File: src/rtl/multicycle_control.sv
// Multi-cycle MIPS instruction sequencer: steps each instruction through
// fetch/decode/execute/memory/write-back and drives the shared datapath strobes.
module multicycle_control #(
  parameter logic [3:0] ADD_CODE = 4'b0000,
  parameter logic [3:0] SUB_CODE = 4'b0001,
  parameter int         CNT_W    = 16
) (
  input  logic             clk,
  input  logic             rst_n,
  input  logic [5:0]       opcode,
  input  logic [5:0]       func,
  input  logic [3:0]       alu_code,
  input  logic             zero,
  input  logic             mem_ready,
  output logic             mem_req,
  output logic             mem_we,
  output logic             i_or_d,
  output logic             ir_write,
  output logic             pc_write,
  output logic             reg_write,
  output logic [1:0]       pc_src,
  output logic             reg_dst,
  output logic             mem_to_reg,
  output logic             alu_src_a,
  output logic [1:0]       alu_src_b,
  output logic [3:0]       alu_ctl,
  output logic [3:0]       state,
  output logic             halted,
  output logic             illegal,
  output logic [CNT_W-1:0] instr_cnt
);

  typedef enum logic [3:0] {
    FETCH  = 4'd0,
    DECODE = 4'd1,
    MEMADR = 4'd2,
    MEMRD  = 4'd3,
    MEMWB  = 4'd4,
    MEMWR  = 4'd5,
    EXEC   = 4'd6,
    ALUWB  = 4'd7,
    BRANCH = 4'd8,
    JUMP   = 4'd9,
    HALT   = 4'd10
  } state_t;

  state_t cur_state;
  state_t next_state;
  logic   illegal_set;
  logic   retire;

  logic is_rtype, rtype_ok, is_ialu, is_lw, is_sw, is_beq, is_j, is_halt;

  assign is_rtype = (opcode == 6'b000000);
  assign rtype_ok = (func == 6'b000001) || (func == 6'b000011) ||
                    ((func >= 6'b000100) && (func <= 6'b001010));
  assign is_ialu  = (opcode >= 6'b000001) && (opcode <= 6'b000100);
  assign is_lw    = (opcode == 6'b100011);
  assign is_sw    = (opcode == 6'b101011);
  assign is_beq   = (opcode == 6'b000101);
  assign is_j     = (opcode == 6'b000110);
  assign is_halt  = (opcode == 6'b111111);

  assign state  = cur_state;
  assign halted = (cur_state == HALT);

  always_ff @(posedge clk) begin
    if (!rst_n) begin
      cur_state <= FETCH;
      instr_cnt <= '0;
      illegal   <= 1'b0;
    end else begin
      cur_state <= next_state;
      if (retire)
        instr_cnt <= instr_cnt + CNT_W'(1);
      if (illegal_set)
        illegal <= 1'b1;
    end
  end

  always_comb begin
    next_state  = cur_state;
    illegal_set = 1'b0;
    retire      = 1'b0;
    mem_req     = 1'b0;
    mem_we      = 1'b0;
    i_or_d      = 1'b0;
    ir_write    = 1'b0;
    pc_write    = 1'b0;
    reg_write   = 1'b0;
    pc_src      = 2'd0;
    reg_dst     = 1'b0;
    mem_to_reg  = 1'b0;
    alu_src_a   = 1'b0;
    alu_src_b   = 2'd0;
    alu_ctl     = 4'b0000;
    case (cur_state)
      FETCH: begin
        mem_req   = 1'b1;
        alu_src_b = 2'd1;
        alu_ctl   = ADD_CODE;
        ir_write  = mem_ready;
        pc_write  = mem_ready;
        if (mem_ready)
          next_state = DECODE;
      end
      DECODE: begin
        // ALUOut captures the branch target speculatively while the opcode is classified
        alu_src_b = 2'd3;
        alu_ctl   = ADD_CODE;
        if ((is_rtype && rtype_ok) || is_ialu) next_state = EXEC;
        else if (is_lw || is_sw)               next_state = MEMADR;
        else if (is_beq)                       next_state = BRANCH;
        else if (is_j)                         next_state = JUMP;
        else if (is_halt)                      next_state = HALT;
        else begin
          next_state  = HALT;
          illegal_set = 1'b1;
        end
      end
      EXEC: begin
        alu_src_a  = 1'b1;
        alu_src_b  = is_rtype ? 2'd0 : 2'd2;
        alu_ctl    = alu_code;
        next_state = ALUWB;
      end
      ALUWB: begin
        reg_write  = 1'b1;
        reg_dst    = is_rtype;
        retire     = 1'b1;
        next_state = FETCH;
      end
      MEMADR: begin
        alu_src_a  = 1'b1;
        alu_src_b  = 2'd2;
        alu_ctl    = ADD_CODE;
        next_state = is_sw ? MEMWR : MEMRD;
      end
      MEMRD: begin
        mem_req = 1'b1;
        i_or_d  = 1'b1;
        if (mem_ready)
          next_state = MEMWB;
      end
      MEMWB: begin
        reg_write  = 1'b1;
        mem_to_reg = 1'b1;
        retire     = 1'b1;
        next_state = FETCH;
      end
      MEMWR: begin
        mem_req = 1'b1;
        mem_we  = 1'b1;
        i_or_d  = 1'b1;
        if (mem_ready) begin
          retire     = 1'b1;
          next_state = FETCH;
        end
      end
      BRANCH: begin
        alu_src_a  = 1'b1;
        alu_ctl    = SUB_CODE;
        pc_src     = 2'd1;
        pc_write   = zero;
        retire     = 1'b1;
        next_state = FETCH;
      end
      JUMP: begin
        pc_src     = 2'd2;
        pc_write   = 1'b1;
        retire     = 1'b1;
        next_state = FETCH;
      end
      HALT: next_state = HALT;
      default: next_state = FETCH;
    endcase
    // Strobes must not reach memory or state elements while reset is held
    if (!rst_n) begin
      mem_req   = 1'b0;
      mem_we    = 1'b0;
      ir_write  = 1'b0;
      pc_write  = 1'b0;
      reg_write = 1'b0;
    end
  end

endmodule

File: config.mk
export PLATFORM = sky130hd
export DESIGN_NAME = multicycle_control
export DESIGN_NICKNAME = d
export VERILOG_FILES = /design/src/rtl/multicycle_control.sv
export SDC_FILE = /design/constraint.sdc
export NUM_CORES = 1
export LEC_CHECK = 0
export CORE_AREA = 8 8 79 81
export CTS_BUF_LIST = sky130_fd_sc_hd__clkbuf_4 sky130_fd_sc_hd__clkbuf_8
export CTS_CLUSTER_DIAMETER = 40
export DETAILED_ROUTE_END_ITERATION = 12
export DIE_AREA = 0 0 87 89
export PLACE_DENSITY = 0.65
export SYNTH_ARGS = -nofsm -noshare
export SYNTH_HDL_FRONTEND = slang
export SYNTH_SLANG_ARGS = --single-unit
File: constraint.sdc
create_clock -name clk -period 2.05 [get_ports clk]
set_input_delay 0.205 -clock clk [delete_from_list [all_inputs] [get_ports clk]]
set_output_delay 0.205 -clock clk [all_outputs]
set_load 0.01 [all_outputs]
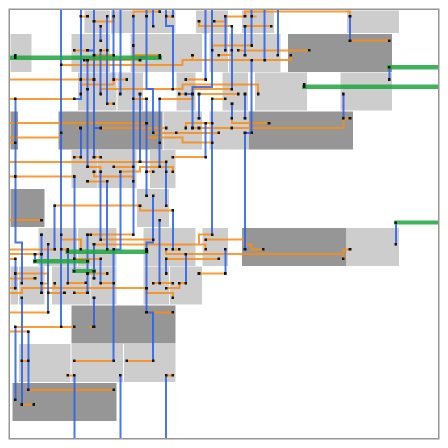
(run_1/closeup.png)
Window x 50 to 80, y 7 to 37 microns. Cells in grey, sequential cells in the stronger grey; small squares are vias.
Blue marks M2. Orange marks M1. Green marks M3.
40 logic cells have their middle in the window. Sequential cells in the window: 6. Most frequent: clkdlybuf4s50_1 (7), a21oi_1 (6), dfxtp_1 (6). Netlist names of flops here include instr_cnt (6).

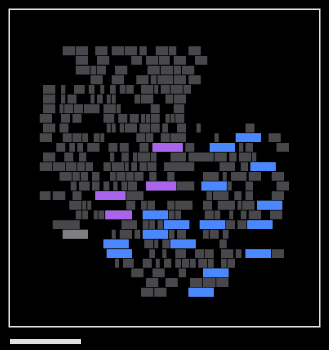
(run_1/ff_map.png)
Bar = 20 microns. Other sequential cells in the stronger grey, the rest of the logic in the fainter grey.
Blue marks instr_cnt, flops 16. Purple marks state, flops 4, where centre.
Another 1 sequential cells are not coloured.
Util after Layout: 47.9%
Flop area: 433 sq um
sequential cell area share: 18.1%
Sequential Power: 0.460 mW

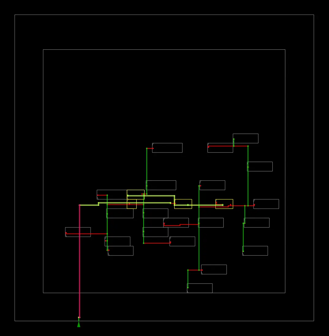
(run_1/clock_nets.png)
Worst Skew: 3.25 ps
clkbuf count: 4
Num CTS Buffers: 3

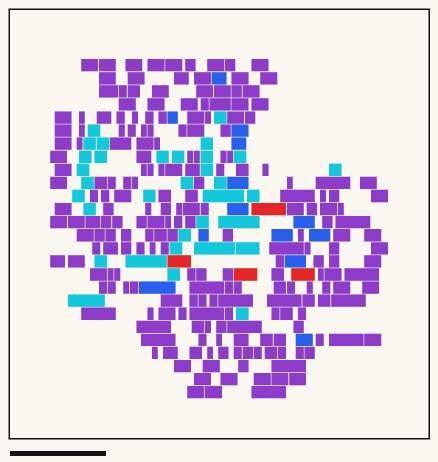
(run_1/sizing.png)
Bar = 20 microns.
Purple marks x1 and smaller, cells 218, share 81%, most used clkdlybuf4s50_1. Cyan marks x3 and x4, cells 33, share 12%, most used buf_4. Red marks x6 and larger, cells 4, share 1.5%, most used clkbuf_8. Blue marks x2, cells 13, share 4.9%, most used nor4_2.
number of non-clock buffers: 85
Final Cell Area: 2390 sq um

==> flow_summary.json, run 1 <==
{
  "status": "completed",
  "worstHoldStart": "instr_cnt[15]",
  "synth-seq-cells": 21,
  "fin_crit_sh_pct": 97.1,
  "p_comb_share_pct": 38.3,
  "boundaryPins": 59,
  "power_density_nw_per_um2": 505,
  "drive_above_1_share_pct": 18.7,
  "async_flop_share_pct": 0,
  "dp_worst_setup_slack_ps": -30.6,
  "p_clk_share_pct": 23.5,
  "power.internal_mw": 0.821,
  "edf_count": 0,
  "setup_tns_ps": 0,
  "layout_min_cycle_time_ps": 1990,
  "portBuffers": 58,
  "vias": 1705,
  "clock_sinks": 21,
  "yosys_warnings": 0,
  "dr.first_iter.drc_count": 112,
  "flop_cell": "dfxtp_1",
  "grt_usage_pct": 12.2,
  "cts.clk_slew.worst_paths_ps": 80,
  "grt_max_degree": 27,
  "yosys_area_sq_um": 1460,
  "seqPwrFrac_pct": 38.2,
  "grt-ovfl-total": 0,
  "routabilityCongestion": 0.824,
  "dr.pass1.iters": 4,
  "max-vdd-ir-drop_mv": 0.231,
  "grt_pass1_vias": 1623,
  "wl_per_cell_microns": 14.4,
  "initial_core_util_pct": 29.4,
  "place_area_sq_um": 2270,
  "cts_tree": "built",
  "die_area_sq_um": 7740,
  "fp-row-count": 26,
  "diodes": 0,
  "clock-root-buffer": "clkbuf_8",
  "cts_buffer_depth": 2,
  "wirelength_microns": 4870,
  "cp_data_arrival_time_ps": 1790,
  "grt_pass1_wl_microns": 7730,
  "tightest_slew_ps": 470,
  "r2r_start": "state[1]",
  "cp-startpoint": "opcode[1]",
  "maxCapViolCount": 0,
  "final_common_cell": "clkdlybuf4s50_1",
  "start_kind": "input pin",
  "tool_warnings": 26,
  "htreeDepth": 1,
  "hpwlAfterDp_microns": 3730,
  "max_freq_mhz": 502,
  "antenna_found_initial": 0,
  "slew_headroom_pct": 68.6,
  "swShare_pct": 31.9,
  "ant_nets": 0,
  "final_hold_viol_count": 0,
  "cp_data_required_time_ps": 1850,
  "synth_nets": 210,
  "power_leakage_nw": 0.876,
  "hold_class": "reg -> reg",
  "nNetsFinal": 290,
  "cp_max_fo": 2,
  "ys_seq_share_pct": 28.7,
  "drcViolationCount": 0,
  "syn_area_per_cell_sq_um": 7.74,
  "core_area_sq_um": 4980,
  "netlist_instances": 189,
  "viasPerCell": 5.04,
  "layout_top_cells": "clkdlybuf4s50_1 (54), buf_4 (26), a21oi_1 (19), nand2_1 (18), dfxtp_1 (17)",
  "synthDistinctLibCells": 44,
  "die-height_microns": 89,
  "insertion_delay_ps": 260,
  "setup_viol": 0,
  "worstSetupPathType": "in -> out",
  "postCtsHoldBufs": 0,
  "die_w_microns": 87,
  "fill_cells": 491,
  "cp-end-kind": "output port",
  "setup_slack_ps": 59.7,
  "synthesis.area_sq_um": 1460,
  "yosys_cells": 189,
  "drv_slew": 0,
  "area_growth_pct": 63.1,
  "mi_logic_area_sq_um": 996,
  "power.switching_mw": 0.385
}
## run 1: timing repair
item	in CTS	in global routing
setup buffers	0	3
setup endpoints to repair	12	8
endpoints found under the hold margin	0	0
pin swaps	0	1
resized	11	7
## run 1: Yosys cell counts (2+ instances only)
library cell | number | area share [%]
buf_2 | 2 | 0.68
o31ai_1 | 5 | 2.6
nor2b_1 | 5 | 2.1
o21ai_0 | 8 | 2.7
nor3_1 | 7 | 2.4
o311a_1 | 2 | 1.4
xor2_1 | 2 | 1.2
nand2b_1 | 6 | 2.6
nand3_1 | 7 | 2.4
clkbuf_1 | 6 | 1.5
inv_1 | 6 | 1.5
or3_1 | 8 | 3.4
nand4_1 | 7 | 3.0
dfxtp_1 | 21 | 29
or4_1 | 5 | 2.6
mux2i_1 | 5 | 3.4
nor4_2 | 4 | 3.4
and4_1 | 2 | 1.2
nand2_1 | 18 | 4.6
buf_6 | 2 | 1.5
a21oi_1 | 19 | 6.5
o21bai_1 | 2 | 1.0
nor2_1 | 14 | 3.6
and3_1 | 6 | 2.6
## run 1: cell type report
cell class | instances | area share [%]
flip-flops and latches | 21 | 18.1
inverters | 6 | 0.944
clock buffers | 4 | 2.05
multi-input cells | 152 | 41.7
repair buffers | 85 | 33.5
well taps | 70 | 3.67
## run 1: worst max-delay path: stages
cell and delay [ps]:
clkdlybuf4s50_1 470, nor4_4 350, nand2_1 110, nor2_1 110, clkdlybuf4s50_1 540
## run 1: sequential cells by signal, summed over array words and instances (netlist names)
| register | count |
|---|---|
| instr_cnt | 16 |
| state | 4 |
| illegal | 1 |
## run 1: power by group through the flow
stage	clock (mW)	sequential, mW	combinational, mW
finish	0.283	0.460	0.462
floorplan	0	0.461	0.216
detailed placement	0	0.466	0.455
CTS	0.293	0.460	0.458
global route	0.309	0.464	0.505
global placement	0	0.465	0.454
## run 1: per-layer routing
metal / up-vias / GRT usage, % / share of wire (%)
met3: 2 / 3.31 / 5.1
li1: 866 / - / -
met4: 0 / 2.50 / 0.66
met1: 793 / 14.2 / 42
met2: 44 / 21.9 / 52
met5: - / 0 / 0
## run 1: path summary, 6_finish.rpt
check	to	slack, ps	cells after the start
hold / removal	instr_cnt[15]	470	2
setup reg to reg	instr_cnt[5]	180	6
hold reg to reg	instr_cnt[15]	470	2
setup / recovery	reg_dst	60	5
## run 1: per-stage QoR
stage	std cells	hold slack (ps)	total power [mW]
2_1_floorplan	189	360	0.677
3_3_place_gp	331	453	0.919
3_5_place_dp	331	465	0.921
4_1_cts	335	476	1.21
5_1_grt	338	501	1.28
6_report	338	471	1.21
## run 1: cells by family (layout without fill, tap and decap cells)
group                      count (synthesis)  count (layout)  share of synthesized area [%]
AOI/OAI and AO/OA                         48              48                           21.4
xor gates and xnor gates                   3               3                           1.80
adders and majority gates                  1               1                          0.855
buffers and inverters                     16              95                           5.30
DFF                                       21              21                           28.7
muxes                                      5               5                           3.42
and+or+nand+nor                           95              95                           38.5
==> run_1/clock_wires.png <==
Bar = 20 microns.
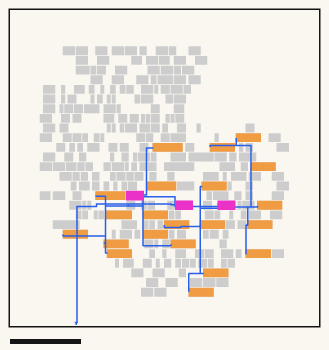

--- run 2 (diff from run 1) ---
Settings changed: ABC_AREA set to 1, CORE_AREA 8 8 79 81 to 8 8 80 82, DIE_AREA 0 0 87 89 to 0 0 88 90.
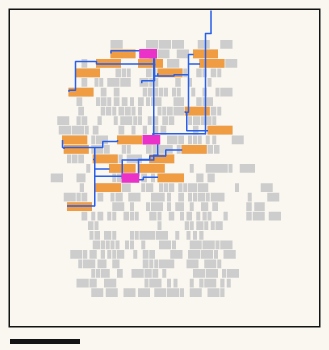
(run_2/clock_wires.png)
Bar = 20 microns.
Orange marks flip-flops, count 21. Blue marks clock wires, length 298 microns. Magenta marks clock-net drivers, count 3.
There are 4 routed clock nets.
Worst Skew: 3.92 ps
clk ins delay skew pair: 260 ps

==> run 2 against run 1 <==
Setup slack improved by 37 ps. Total power grew 38%. Worst hold slack worse by 12 ps. Sequential share of layout area increased by 0.61 points. Routed wire length decreased by 3.2%. Flip-flop count did not move. Clock skew rose by 0.68 ps. Core utilization shrank 4.6 points. First-iteration DRC count shrank 29%. Global-route usage is 0.19 points lower. Die area increased by 2.3%. Critical endpoint is now alu_ctl[0].
==> flow_summary.json, run 2 <==
{
  "layout_top_cells": "nand2_1 (61), clkdlybuf4s50_1 (54), inv_1 (38), nor2_1 (30), a21oi_1 (24)",
  "grtUsageMet3_pct": 2.55,
  "grt_max_degree": 19,
  "worstSetupPathType": "reg -> out",
  "power.internal_mw": 1.00,
  "p_comb_share_pct": 51.0,
  "async_flop_share_pct": 0,
  "largest_reg_flops": 16,
  "tool_warnings": 26,
  "gr-usage-met1_pct": 14.5,
  "power_leakage_nw": 0.944,
  "diodes": 0,
  "routabilityCongestion": 0.902,
  "whs_path_depth": 2,
  "htreeDepth": 1,
  "cp-end-kind": "output port",
  "drcViolationCount": 0,
  "yosys_warnings": 0,
  "synthesis.area_sq_um": 1490,
  "clock-root-buffer": "clkbuf_8",
  "maxCapViolCount": 0,
  "ant_nets": 0,
  "cts_tree": "built",
  "top_cells_by_area": "dfxtp_1 (28%), nand2_1 (16%), inv_1 (9.6%)",
  "fill_cells": 560,
  "flop_cell": "dfxtp_1",
  "grt-ovfl-total": 0,
  "r2r_slack_ps": 510,
  "dr.pass1.iters": 4,
  "dp_worst_setup_slack_ps": 43.2,
  "tightest_slew_ps": 315,
  "wl_per_cell_microns": 12.2,
  "cp_max_fo": 5,
  "largest-register": "instr_cnt",
  "hpwlAfterDp_microns": 3830,
  "top_area_cell": "dfxtp_1",
  "r2r_start": "instr_cnt[0]",
  "dr.first_iter.drc_count": 79,
  "slowest_delay_ps": 540,
  "drv_slew": 0,
  "hold_class": "reg -> reg",
  "die_w_microns": 88,
  "synth-seq-cells": 21,
  "fin_crit_sh_pct": 95.3,
  "cts_buffers": 3,
  "worstHoldStart": "illegal",
  "max_freq_mhz": 512,
  "nNetsFinal": 338,
  "grt_pass1_vias": 1623,
  "met2_usage_pct": 19.9,
  "wirelength_microns": 4720,
  "place_area_sq_um": 2190,
  "portBuffers": 58,
  "rsz0062_at_grt": "no",
  "slew_headroom_pct": 78.8,
  "path_cells": "inv_2, nand2_4, inv_2, nand2_2, inv_1, nand2_1, nand2_1, clkdlybuf4s50_1",
  "edf_count": 0,
  "p_clk_share_pct": 17.2,
  "hold_end": "illegal",
  "netlist_instances": 251,
  "vias": 1728,
  "cp_data_required_time_ps": 1850,
  "finalPower_mw": 1.66,
  "yosys_cells": 251,
  "seqPwrFrac_pct": 31.8,
  "top_cell": "nand2_1",
  "clock_sinks": 21,
  "start_kind": "flip-flop",
  "cp_slowest_cell": "clkdlybuf4s50_1",
  "power.switching_mw": 0.661,
  "rr_endpoint": "instr_cnt[14]",
  "reg2reg_depth": 7,
  "viasPerCell": 4.45,
  "final_hold_viol_count": 0,
  "die_area_sq_um": 7920,
  "grt_usage_pct": 12.1,
  "post_cts_buffers": 0,
  "syn_area_per_cell_sq_um": 5.94,
  "status": "completed",
  "common_cells": "nand2_1 (62), inv_1 (38), nor2_1 (34)",
  "die-height_microns": 90,
  "yosys_area_sq_um": 1490,
  "cts.clk_slew.worst_paths_ps": 70,
  "fp-row-count": 27,
  "power_density_nw_per_um2": 733,
  "swShare_pct": 39.8,
  "final_common_cell": "nand2_1",
  "initial_core_util_pct": 28.5,
  "grt_pass1_wl_microns": 7780,
  "cp_data_arrival_time_ps": 1750,
  "cts_buffer_depth": 2,
  "setup_tns_ps": 0,
  "ys_seq_share_pct": 28.2,
  "path_depth": 8,
  "setup_viol": 0,
  "core_area_sq_um": 5240,
  "antenna_found_initial": 0,
  "max-vdd-ir-drop_mv": 0.292,
  "synthDistinctLibCells": 27,
  "top_area_share_pct": 28.2,
  "crit_family": "buffers and inverters",
  "synth_nets": 272,
  "layout_min_cycle_time_ps": 1950,
  "grt_busiest_layer": "met2",
  "boundaryPins": 59,
  "path_buffers": 4,
  "drive_above_1_share_pct": 12.0
}
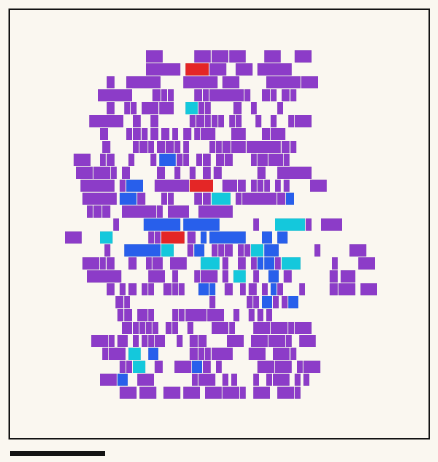
(run_2/sizing.png)
Bar = 20 microns.
Red marks x6 and larger, cells 3, share 0.95%, most used clkbuf_8. Cyan marks x3 and x4, cells 11, share 3.5%, most used buf_4. Purple marks x1 and smaller, cells 278, share 88%, most used nand2_1. Blue marks x2, cells 24, share 7.6%, most used nor2_2.
number of non-clock buffers: 64
Setup WS post-layout: 97.0 ps
Area growth syn-to-layout: 52.2%
Final Cell Area: 2270 sq um

## run 2: cell count changes after synthesis, sizes merged, moves of 6 or more
cell | before | now
or3 | 8 | 0
nand2b | 6 | 0
nor2 | 14 | 39
nand3 | 8 | 19
nor2b | 6 | 0
inv | 6 | 42
nand2 | 18 | 65
and3 | 6 | 0
## run 2: stage by stage
step	utilization [%]	cells	hold WS, ps
final	43.3	388	459
after global routing	43.3	388	497
after CTS	42.8	388	460
after detailed placement	41.7	384	439
after global placement	41.7	384	450
after floorplan	-	251	420
## run 2: kinds of logic after synthesis
family / after synthesis / share of synthesized area [%]
flops: 21 / 28.2
buf+inv: 48 / 12.8
xor+xnor: 7 / 4.11
simple gates: 142 / 43.1
compound gates: 32 / 11.0
fa+ha+maj: 1 / 0.839
## run 2: repair_timing
item	CTS	global route
hold buffers	0	0
hold endpoints to repair	0	0
setup endpoints to repair	4	5
pin swaps	0	0
gates resized	4	11
cloned	0	0
## run 2: worst reg2reg max path: stages (launching register included)
cell and delay, ps:
dfxtp_1 450, ha_1 310, nand3_1 100, nor2_1 160, nand3_1 130, xor2_1 150, nand2_1 60, a21oi_1 110
## run 2: worst max path at each step
stage	startpoint	end	slack [ps]
after floorplan	state[3]	pc_write	620
after global placement	opcode[4]	reg_dst	90
after detailed placement	opcode[0]	reg_dst	40
after CTS	state[2]	alu_src_b[1]	20
after global routing	state[1]	alu_ctl[0]	10
final	state[3]	alu_ctl[0]	100
## run 2: power by group through the flow
stage               Combinational, mW  Sequential [mW]  Clock (mW)
global placement                0.844            0.526           0
global route                    0.928            0.537       0.314
CTS                             0.852            0.520       0.296
finish                          0.848            0.528       0.286
floorplan                       0.436            0.533           0
detailed placement              0.847            0.527           0
## run 2: final cells by class
| cell class | count | area, sq um | area share, % |
|---|---|---|---|
| multi-input combinational | 182 | 902 | 39.8 |
| tap | 72 | 90.1 | 3.97 |
| timing repair buffer | 64 | 632 | 27.9 |
| sequential | 21 | 425 | 18.8 |
| inverter | 45 | 170 | 7.50 |
| clock buffer | 4 | 48.8 | 2.15 |
## run 2: metal layers
metal / wire [microns] / share of wire, % / vias to the layer above
met4: 52 / 1.1 / 0
met3: 198 / 4.2 / 4
met2: 2350 / 50 / 28
met5: 0 / 0 / -
met1: 2120 / 45 / 779
li1: - / - / 917
Power and IR drop assume default switching activity.
